$ cat config.mk
export PLATFORM = sky130hd
export DESIGN_NAME = dbus_arbiter_flat
export DESIGN_NICKNAME = d
export VERILOG_FILES = /design/src/rtl/dbus_arbiter_if.sv /design/src/rtl/dbus_arbiter.sv /design/src/flat_wrapper.sv
export SDC_FILE = /design/constraint.sdc
export NUM_CORES = 1
export LEC_CHECK = 0
export CAP_MARGIN = 40
export CORE_AREA = 2 2 121 123
export DETAILED_ROUTE_END_ITERATION = 10
export DIE_AREA = 0 0 123 125
export GPL_ROUTABILITY_DRIVEN = 0
export PLACE_DENSITY = 0.61
export SYNTH_ARGS = -nofsm -noshare
export SYNTH_HDL_FRONTEND = slang
export SYNTH_SLANG_ARGS = --single-unit
$ cat constraint.sdc
create_clock -name clk -period 2.7 [get_ports clk]
set_input_delay 0.405 -clock clk [delete_from_list [all_inputs] [get_ports clk]]
set_output_delay 0.405 -clock clk [all_outputs]
set_load 0.01 [all_outputs]
$ cat src/rtl/dbus_arbiter_if.sv
// D-bus signal bundle shared by the two masters, the arbiter and the interconnect input.
// The slave modport is the arbiter's view; the master modport is the surrounding system's view.
interface dbus_arbiter_if;
  logic        m0_req;
  logic [31:0] m0_addr;
  logic        m0_we;
  logic [3:0]  m0_wstrb;
  logic [31:0] m0_wdata;
  logic [31:0] m0_rdata;
  logic        m0_ack;
  logic        m0_err;

  logic        m1_req;
  logic [31:0] m1_addr;
  logic        m1_we;
  logic [3:0]  m1_wstrb;
  logic [31:0] m1_wdata;
  logic [31:0] m1_rdata;
  logic        m1_ack;
  logic        m1_err;

  logic        s_req;
  logic [31:0] s_addr;
  logic        s_we;
  logic [3:0]  s_wstrb;
  logic [31:0] s_wdata;
  logic [31:0] s_rdata;
  logic        s_ack;

  logic [1:0]  grant;
  logic        busy;

  modport slave (
    input  m0_req, m0_addr, m0_we, m0_wstrb, m0_wdata,
    input  m1_req, m1_addr, m1_we, m1_wstrb, m1_wdata,
    input  s_rdata, s_ack,
    output m0_rdata, m0_ack, m0_err,
    output m1_rdata, m1_ack, m1_err,
    output s_req, s_addr, s_we, s_wstrb, s_wdata,
    output grant, busy
  );

  modport master (
    output m0_req, m0_addr, m0_we, m0_wstrb, m0_wdata,
    output m1_req, m1_addr, m1_we, m1_wstrb, m1_wdata,
    output s_rdata, s_ack,
    input  m0_rdata, m0_ack, m0_err,
    input  m1_rdata, m1_ack, m1_err,
    input  s_req, s_addr, s_we, s_wstrb, s_wdata,
    input  grant, busy
  );
endinterface

$ cat src/rtl/dbus_arbiter.sv
// Two-master D-bus arbiter (core = master 0, debug module = master 1) with a watchdog
// that aborts transactions the slave never acknowledges.
module dbus_arbiter #(
  parameter     PRIORITY = "RR",
  parameter int TIMEOUT  = 255
) (
  input  logic          clk,
  input  logic          rst,
  dbus_arbiter_if.slave bus
);

  localparam bit              DmMode = (PRIORITY == "DM");
  localparam bit              WdEn   = (TIMEOUT > 0);
  localparam int              CntW   = WdEn ? $clog2(TIMEOUT + 1) : 1;
  localparam logic [CntW-1:0] CntMax = CntW'(TIMEOUT);

  typedef enum logic [1:0] {
    IDLE = 2'd0,
    OWN0 = 2'd1,
    OWN1 = 2'd2
  } state_e;

  state_e          state_q, state_d;
  logic            last_q, last_d;
  logic [CntW-1:0] cnt_q, cnt_d;

  logic            ownM1;
  logic            selReq;
  logic            ack;
  logic            err;
  logic [31:0]     rdata;

  always_ff @(posedge clk) begin
    if (rst) begin
      state_q <= IDLE;
      last_q  <= 1'b1;
      cnt_q   <= '0;
    end else begin
      state_q <= state_d;
      last_q  <= last_d;
      cnt_q   <= cnt_d;
    end
  end

  always_comb begin
    state_d     = state_q;
    last_d      = last_q;
    cnt_d       = cnt_q;
    ownM1       = (state_q == OWN1);
    selReq      = ownM1 ? bus.m1_req : bus.m0_req;
    ack         = 1'b0;
    err         = 1'b0;
    rdata       = '0;
    bus.s_req   = 1'b0;
    bus.s_addr  = '0;
    bus.s_we    = 1'b0;
    bus.s_wstrb = '0;
    bus.s_wdata = '0;
    bus.grant   = 2'b00;

    case (state_q)
      IDLE: begin
        cnt_d = '0;
        if (bus.m0_req && bus.m1_req) begin
          // last_q == 1 means master 1 was served last, so master 0 wins the RR tie
          state_d = (DmMode || !last_q) ? OWN1 : OWN0;
        end else if (bus.m0_req) begin
          state_d = OWN0;
        end else if (bus.m1_req) begin
          state_d = OWN1;
        end
      end

      OWN0, OWN1: begin
        bus.grant   = ownM1 ? 2'b10 : 2'b01;
        bus.s_req   = selReq;
        bus.s_addr  = ownM1 ? bus.m1_addr  : bus.m0_addr;
        bus.s_we    = ownM1 ? bus.m1_we    : bus.m0_we;
        bus.s_wstrb = ownM1 ? bus.m1_wstrb : bus.m0_wstrb;
        bus.s_wdata = ownM1 ? bus.m1_wdata : bus.m0_wdata;
        // A withdrawn request ends ownership silently, even if the slave or watchdog fires
        if (!selReq) begin
          state_d = IDLE;
          last_d  = ownM1;
        end else if (bus.s_ack) begin
          ack     = 1'b1;
          rdata   = bus.s_rdata;
          state_d = IDLE;
          last_d  = ownM1;
        end else if (WdEn && (cnt_q == CntMax)) begin
          ack       = 1'b1;
          err       = 1'b1;
          bus.s_req = 1'b0;
          state_d   = IDLE;
          last_d    = ownM1;
        end else if (WdEn) begin
          cnt_d = cnt_q + CntW'(1);
        end
      end

      default: state_d = IDLE;
    endcase

    bus.busy     = |bus.grant;
    bus.m0_ack   = ack & ~ownM1;
    bus.m0_err   = err & ~ownM1;
    bus.m0_rdata = ownM1 ? '0 : rdata;
    bus.m1_ack   = ack & ownM1;
    bus.m1_err   = err & ownM1;
    bus.m1_rdata = ownM1 ? rdata : '0;

    // Every output is forced low for the whole reset cycle, whatever the old state was
    if (rst) begin
      bus.s_req    = 1'b0;
      bus.s_addr   = '0;
      bus.s_we     = 1'b0;
      bus.s_wstrb  = '0;
      bus.s_wdata  = '0;
      bus.grant    = 2'b00;
      bus.busy     = 1'b0;
      bus.m0_ack   = 1'b0;
      bus.m0_err   = 1'b0;
      bus.m0_rdata = '0;
      bus.m1_ack   = 1'b0;
      bus.m1_err   = 1'b0;
      bus.m1_rdata = '0;
    end
  end

endmodule

$ cat src/flat_wrapper.sv
// flat-port wrapper written by rule: the top's interface ports become plain ports
module dbus_arbiter_flat 
#(
  parameter     PRIORITY = "  ",
  parameter int TIMEOUT  = 255
)
  (clk, rst, bus_m0_req, bus_m0_addr, bus_m0_we, bus_m0_wstrb, bus_m0_wdata, bus_m1_req, bus_m1_addr, bus_m1_we, bus_m1_wstrb, bus_m1_wdata, bus_s_rdata, bus_s_ack, bus_m0_rdata, bus_m0_ack, bus_m0_err, bus_m1_rdata, bus_m1_ack, bus_m1_err, bus_s_req, bus_s_addr, bus_s_we, bus_s_wstrb, bus_s_wdata, bus_grant, bus_busy);
  dbus_arbiter_if bus_i ();
  input  logic clk;
  input  logic rst;
  input wire logic [$bits(bus_i.m0_req)-1:0] bus_m0_req;
  input wire logic [$bits(bus_i.m0_addr)-1:0] bus_m0_addr;
  input wire logic [$bits(bus_i.m0_we)-1:0] bus_m0_we;
  input wire logic [$bits(bus_i.m0_wstrb)-1:0] bus_m0_wstrb;
  input wire logic [$bits(bus_i.m0_wdata)-1:0] bus_m0_wdata;
  input wire logic [$bits(bus_i.m1_req)-1:0] bus_m1_req;
  input wire logic [$bits(bus_i.m1_addr)-1:0] bus_m1_addr;
  input wire logic [$bits(bus_i.m1_we)-1:0] bus_m1_we;
  input wire logic [$bits(bus_i.m1_wstrb)-1:0] bus_m1_wstrb;
  input wire logic [$bits(bus_i.m1_wdata)-1:0] bus_m1_wdata;
  input wire logic [$bits(bus_i.s_rdata)-1:0] bus_s_rdata;
  input wire logic [$bits(bus_i.s_ack)-1:0] bus_s_ack;
  output wire logic [$bits(bus_i.m0_rdata)-1:0] bus_m0_rdata;
  output wire logic [$bits(bus_i.m0_ack)-1:0] bus_m0_ack;
  output wire logic [$bits(bus_i.m0_err)-1:0] bus_m0_err;
  output wire logic [$bits(bus_i.m1_rdata)-1:0] bus_m1_rdata;
  output wire logic [$bits(bus_i.m1_ack)-1:0] bus_m1_ack;
  output wire logic [$bits(bus_i.m1_err)-1:0] bus_m1_err;
  output wire logic [$bits(bus_i.s_req)-1:0] bus_s_req;
  output wire logic [$bits(bus_i.s_addr)-1:0] bus_s_addr;
  output wire logic [$bits(bus_i.s_we)-1:0] bus_s_we;
  output wire logic [$bits(bus_i.s_wstrb)-1:0] bus_s_wstrb;
  output wire logic [$bits(bus_i.s_wdata)-1:0] bus_s_wdata;
  output wire logic [$bits(bus_i.grant)-1:0] bus_grant;
  output wire logic [$bits(bus_i.busy)-1:0] bus_busy;
  assign bus_i.m0_req = bus_m0_req;
  assign bus_i.m0_addr = bus_m0_addr;
  assign bus_i.m0_we = bus_m0_we;
  assign bus_i.m0_wstrb = bus_m0_wstrb;
  assign bus_i.m0_wdata = bus_m0_wdata;
  assign bus_i.m1_req = bus_m1_req;
  assign bus_i.m1_addr = bus_m1_addr;
  assign bus_i.m1_we = bus_m1_we;
  assign bus_i.m1_wstrb = bus_m1_wstrb;
  assign bus_i.m1_wdata = bus_m1_wdata;
  assign bus_i.s_rdata = bus_s_rdata;
  assign bus_i.s_ack = bus_s_ack;
  assign bus_m0_rdata = bus_i.m0_rdata;
  assign bus_m0_ack = bus_i.m0_ack;
  assign bus_m0_err = bus_i.m0_err;
  assign bus_m1_rdata = bus_i.m1_rdata;
  assign bus_m1_ack = bus_i.m1_ack;
  assign bus_m1_err = bus_i.m1_err;
  assign bus_s_req = bus_i.s_req;
  assign bus_s_addr = bus_i.s_addr;
  assign bus_s_we = bus_i.s_we;
  assign bus_s_wstrb = bus_i.s_wstrb;
  assign bus_s_wdata = bus_i.s_wdata;
  assign bus_grant = bus_i.grant;
  assign bus_busy = bus_i.busy;
  dbus_arbiter #(.PRIORITY(PRIORITY), .TIMEOUT(TIMEOUT)) u_core (.clk(clk), .rst(rst), .bus(bus_i));
endmodule
### Placement density heat map

12 x 12 tiles, from white (low) to dark blue (high), 0 to 100% covered.
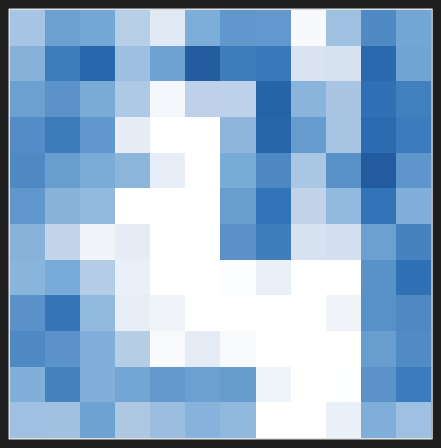
fullest tile	82%
nearly empty tiles	17%
tiles over 75% full	4.9%
emptiest ninth of the die	south
mean over tiles	39%

==> Changelog: implementation <==
### Implementation results

- Met1 Wirelength: 4580 um
- All-layer global routing usage: 14.65%
- Setup crit start: rst
- Final critical-path required period: 2.612 ns
- Clk slew on worst S/H paths: 0.04 ns
- Clock Power: 270 uW
- # nets final: 834
- Total chip power: 1.626 mW
- CP Class: primary input to output port
- Peak supply drop: 0.0001671 V
- Via Count: 3553
- First-pass GRT wire length: 17890 um
- OpenROAD warning count: 30
- Comb/total area: 31.27%
- AO/OA Area Share: 7.977%
- Fraction of registers with async set/reset: 0%
- NonClk Buf Share: 59.81%
- DR vias/cell: 4.245
- Status: completed
- Mux area share: 33.39%
- Ports: 316
- Yosys chip area: 2196 um^2
- Area leader, netlist: mux2i_1
- CP Max Fanout: 8
- Worst hold slack: 0.4877 ns
- Die Wd: 123 um
- FF+latch area: 221.5 um^2
- Met2 GRT Util: 30.09%
- Largest class: non-clock buffers
- Int Power: 1.065 mW
- Post-synthesis simple-gate area fraction: 40.57%
- Synth Area per Inst: 6.841 um^2
- Port buffer count: 315
- Synth unique cells: 39
- Top flop regs: u_core.cnt_q: 8 flops, u_core.state_q: 2 flops, u_core.last_q: 1 flops
- Switching share of power: 34.53%
- Worst Path Required: 2.30 ns
- P_sw: 561.6 uW
- CP delay by family, top: buffers and inverters
- WL per Instance: 15.91 um
- Worst reg-to-reg path cell count: 7
- Crit path cell chain: clkdlybuf4s50_1 > nand2b_2 > inv_2 > nand3_2 > nor2_4 > buf_6 > and2_1 > clkdlybuf4s50_1
- DIE HEIGHT: 125 um
- Antenna violations before repair: 1
- Clk_skew: 0.002667 ns
- R2r endpoint: u_core.state_q[1]
- XOR/XNOR Area Share: 0%
- Iteration-0 DRC Markers: 66
- Core box area: 14200 um^2
- EDFF count, synth: 0
- Fillers: 1397
- Period utilization: 96.74%
- Setup bufs post-CTS: 0
- Clk ins delay skew pair: 0.24 ns
- Final Hold Viols: 0
- Max Slew Vio Count: 0
- CP endpoint kind: output port
- Root Driver: clkbuf_16
### Wires at chosen ports, followed through buffers

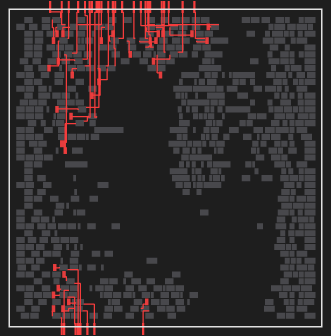
color	port	direction	end cells	buffers	wire
red	bus_s_wdata	output	32	32	788 um

Power figures rest on the tool's default switching activity, not on a simulated workload.
